==> config.mk <==
export PLATFORM = sky130hd
export DESIGN_NAME = axi4_master
export DESIGN_NICKNAME = d
export VERILOG_FILES = /design/src/rtl/axi4_master.sv
export SDC_FILE = /design/constraint.sdc
export NUM_CORES = 1
export LEC_CHECK = 0
export CORE_MARGIN = 2
export CORE_UTILIZATION = 41
export CTS_CLUSTER_SIZE = 20
export DETAILED_ROUTE_END_ITERATION = 8
export GPL_TIMING_DRIVEN = 0
export PLACE_DENSITY = 0.85
export SYNTH_ARGS = -nofsm -noshare
export SYNTH_HDL_FRONTEND = slang
export SYNTH_SLANG_ARGS = --single-unit
==> constraint.sdc <==
create_clock -name aclk -period 5.1 [get_ports aclk]
set_clock_uncertainty 0.2 [all_clocks]
set_input_delay 1.02 -clock aclk [delete_from_list [all_inputs] [get_ports aclk]]
set_output_delay 1.02 -clock aclk [all_outputs]
set_load 0.1 [all_outputs]
==> src/rtl/axi4_master.sv <==
// Single-outstanding AXI4-Lite master: turns one user command into one AXI4-Lite
// read or write and returns its data/response on a ready/valid completion port.
module axi4_master #(
   parameter logic [2:0] PROT = 3'b000
) (
   input  logic        aclk,
   input  logic        aresetn,
   input  logic        cmd_valid,
   output logic        cmd_ready,
   input  logic        cmd_write,
   input  logic [15:0] cmd_addr,
   input  logic [31:0] cmd_wdata,
   input  logic [3:0]  cmd_wstrb,
   output logic        rsp_valid,
   input  logic        rsp_ready,
   output logic [31:0] rsp_rdata,
   output logic [1:0]  rsp_resp,
   output logic        awvalid,
   input  logic        awready,
   output logic [15:0] awaddr,
   output logic [2:0]  awprot,
   output logic        wvalid,
   input  logic        wready,
   output logic [31:0] wdata,
   output logic [3:0]  wstrb,
   input  logic        bvalid,
   output logic        bready,
   input  logic [1:0]  bresp,
   output logic        arvalid,
   input  logic        arready,
   output logic [15:0] araddr,
   output logic [2:0]  arprot,
   input  logic        rvalid,
   output logic        rready,
   input  logic [31:0] rdata,
   input  logic [1:0]  rresp
);

   typedef enum logic [2:0] {
      IDLE,
      WRITE,
      WRESP,
      RADDR,
      RDATA,
      RESP
   } state_t;

   state_t      state;
   state_t      state_next;
   logic        live;
   logic [15:0] addr_q;
   logic [31:0] wdata_q;
   logic [3:0]  wstrb_q;
   logic        aw_done;
   logic        w_done;
   logic [31:0] rdata_q;
   logic [1:0]  resp_q;
   logic        accept;

   assign accept = cmd_valid && cmd_ready;

   // live holds cmd_ready off while in reset and for nothing longer than the first clock after release
   always_ff @(posedge aclk or negedge aresetn) begin
      if (!aresetn) begin
         state   <= IDLE;
         live    <= 1'b0;
         addr_q  <= '0;
         wdata_q <= '0;
         wstrb_q <= '0;
         aw_done <= 1'b0;
         w_done  <= 1'b0;
         rdata_q <= '0;
         resp_q  <= '0;
      end else begin
         state <= state_next;
         live  <= 1'b1;
         if (accept) begin
            addr_q  <= cmd_addr;
            wdata_q <= cmd_wdata;
            wstrb_q <= cmd_wstrb;
            aw_done <= 1'b0;
            w_done  <= 1'b0;
         end
         if (awvalid && awready) aw_done <= 1'b1;
         if (wvalid && wready)   w_done  <= 1'b1;
         if (state == WRESP && bvalid) begin
            rdata_q <= '0;
            resp_q  <= bresp;
         end
         if (state == RDATA && rvalid) begin
            rdata_q <= rdata;
            resp_q  <= rresp;
         end
      end
   end

   // AW and W retire independently; the done flags stop each valid after its own handshake
   always_comb begin
      state_next = state;
      cmd_ready  = 1'b0;
      awvalid    = 1'b0;
      wvalid     = 1'b0;
      bready     = 1'b0;
      arvalid    = 1'b0;
      rready     = 1'b0;
      rsp_valid  = 1'b0;
      case (state)
         IDLE: begin
            cmd_ready = live;
            if (cmd_valid && live) state_next = cmd_write ? WRITE : RADDR;
         end
         WRITE: begin
            awvalid = !aw_done;
            wvalid  = !w_done;
            if ((aw_done || awready) && (w_done || wready)) state_next = WRESP;
         end
         WRESP: begin
            bready = 1'b1;
            if (bvalid) state_next = RESP;
         end
         RADDR: begin
            arvalid = 1'b1;
            if (arready) state_next = RDATA;
         end
         RDATA: begin
            rready = 1'b1;
            if (rvalid) state_next = RESP;
         end
         RESP: begin
            rsp_valid = 1'b1;
            if (rsp_ready) state_next = IDLE;
         end
         default: state_next = IDLE;
      endcase
   end

   assign awaddr    = addr_q;
   assign araddr    = addr_q;
   assign wdata     = wdata_q;
   assign wstrb     = wstrb_q;
   assign awprot    = PROT;
   assign arprot    = PROT;
   assign rsp_rdata = rdata_q;
   assign rsp_resp  = resp_q;

endmodule

Fig. 1: I/O nets highlighted
Scale bar: 20 microns.
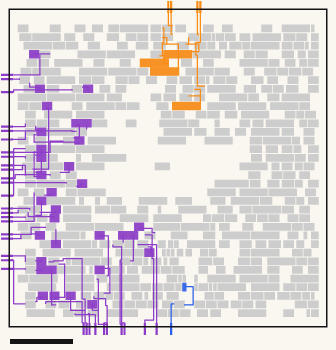
`rvalid` -> blue  # bits 1, direction input, end cells 1, buffers 1, wire 18.4 microns
`rdata` -> purple  # bits 32, direction input, end cells 32, buffers 32, wire 676 microns
`wstrb` -> orange  # bits 4, direction output, end cells 4, buffers 4, wire 102 microns

Fig. 2: cell area per tile
Scale bar: 20 microns. 10 x 10 tiles, from white (low) to dark blue (high), 0 to 100% covered.
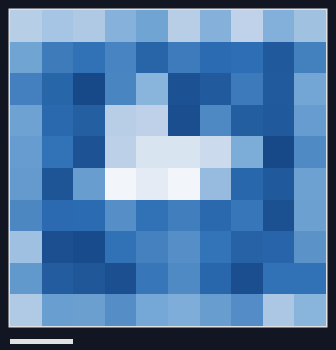
fullest tile = 90%
mean over tiles = 61%
emptiest ninth of the die = centre
tiles over 75% full = 32%
Finished Core Util: 70.5%
core area: 8810 sq um

Fig. 3: sequential cells coloured by netlist name
Scale bar: 20 microns.
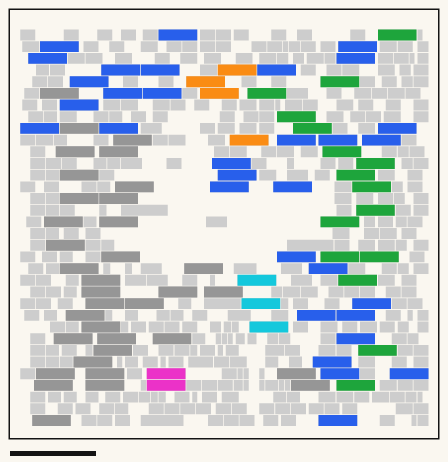
`araddr` -> green  # flops 16
`wstrb` -> orange  # flops 4, where top centre
`state` -> cyan  # flops 3
`rsp_resp` -> magenta  # flops 2
`wdata` -> blue  # flops 32, where widely spread
Flop area: 2300 sq um
Seq area share: 37.1%

==> flow_summary.json <==
{
  "placed_cells": 574,
  "crit_path_cell_trace": "buf_4 > or3b_2 > nor2_1 > clkdlybuf4s50_1",
  "antenna_found_initial": 0,
  "cts_tree": "yes",
  "num_vias": 2833,
  "critPathBufInv": 2,
  "grt_start_max_net_pins": 49,
  "rsz0062_at_grt": "no",
  "flop_cell": "dfrtp_1",
  "drt_iter0_drc": 56,
  "synthTopCellsByCount": "dfrtp_1, mux2_2, a22o_1",
  "die_area_sq_um": 9930,
  "synthArstFlopShare_pct": 100,
  "numSynthFlops": 92,
  "instances_no_fill": 590,
  "clk_path_buf_depth": 2,
  "grtUsageTotal_pct": 19.3,
  "areaGrowthSynthToFinish_pct": 65.5,
  "chipWidth_microns": 99.7,
  "slew_violations": 0,
  "reg2reg_slack_ns": 3.06,
  "hold_end": "wdata[9]",
  "dp_hpwl_microns": 7310,
  "num-fill-cells": 641,
  "yosysTopAreaCell": "dfrtp_1",
  "gp_congestion": 0.738,
  "max_stage_delay_ns": 1.15,
  "clk-insertion-delay-late_ns": 0.34,
  "rows": 34,
  "synth.distinct_cells": 31,
  "clock.fmax_ghz": 0.254,
  "top_cell_area_share_pct": 61.4,
  "min_period_over_period_pct": 77.1,
  "hold-path-cell-count": 1,
  "grt_pass1_vias": 3066,
  "grt-ovfl-total": 0,
  "reg2reg_depth": 5,
  "numCtsBuffers": 9,
  "pin_count": 213,
  "cap_violations": 0,
  "first_pass_iters": 4,
  "cts_resized": 0,
  "status": "finished clean",
  "final-setup-viol-count": 0,
  "finalHoldViolations": 0,
  "ctsRootBufferMaster": "clkbuf_8",
  "wl_per_cell_microns": 15.7,
  "hp-class": "flip-flop to flip-flop",
  "post-cts-setup-buffer-count": 0,
  "worstPathArrival_ns": 2.71,
  "die_h_microns": 99.7,
  "cpLargestDelayFamily": "buffers and inverters",
  "syn_avg_cell_area_sq_um": 14.8,
  "via_per_inst": 4.80,
  "worst_pin_slew_ns": 1.03,
  "n_antenna_cell": 0,
  "critPathKind": "flip-flop to output port",
  "final_cell_mix": "clkdlybuf4s50_1, dfrtp_1, mux2_2",
  "nets": 575,
  "rr_startpoint": "state[1]",
  "holdBufCountCts": 0,
  "io_buffers": 206,
  "synth-seq-area-share_pct": 61.4,
  "yosys_area_sq_um": 3750,
  "warnings": 26,
  "cts.clk_slew.worst_paths_ns": 0.09,
  "period_needed_ns": 3.93
}
==> stage by stage <==
step,area (sq um),TNS (ns),hold slack [ns],setup slack (ns),utilization [%]
after floorplan,3770,0,0.289,1.12,-
after global placement,5970,-40.42,0.278,-0.444,67.8
after detailed placement,5990,0,0.282,1.53,68.0
after CTS,6210,0,0.302,1.14,70.5
after global routing,6210,0,0.313,1.05,70.5
final,6210,0,0.300,1.17,70.5
==> layer usage <==
| layer | up-vias | track usage (%) | wire (microns) |
|---|---|---|---|
| met3 | 17 | 5.90 | 678 |
| met5 | - | 0 | 0 |
| li1 | 1321 | - | - |
| met4 | 0 | 7.38 | 228 |
| met1 | 1355 | 23.2 | 3760 |
| met2 | 140 | 32.4 | 4610 |
==> layout make-up <==
type	count	share of cell area [%]
flip-flops and latches	92	37.1
repair buffers	207	33.6
multi-input cells	129	19.1
plain buffers	36	4.45
clock buffers	11	2.28
well taps	108	2.18
clock inverters	5	1.21
inverters	2	0.121
==> logic make-up (layout without fill, tap and decap cells) <==
group	after synthesis	count (layout)	share of synthesized area (%)
AND-OR/OR-AND	43	43	9.61
buffers and inverters	38	261	7.57
flip-flops	92	92	61.4
multiplexers	56	56	16.9
other	2	7	0.200
AND/OR/NAND/NOR	23	23	4.30
==> flip-flops by register name, indices dropped and copies added (netlist names) <==
register	cells
rsp_rdata	32
rsp_resp	2
state	3
aw_done	1
live	1
araddr	16
wstrb	4
w_done	1
wdata	32
==> worst reg2reg max path, cell delays in order, from the launching register on <==
cell	delay [ns]
dfrtp_1	0.39
buf_4	0.18
or3b_2	0.50
o32ai_1	0.16
or3_4	0.20
mux2_4	0.29
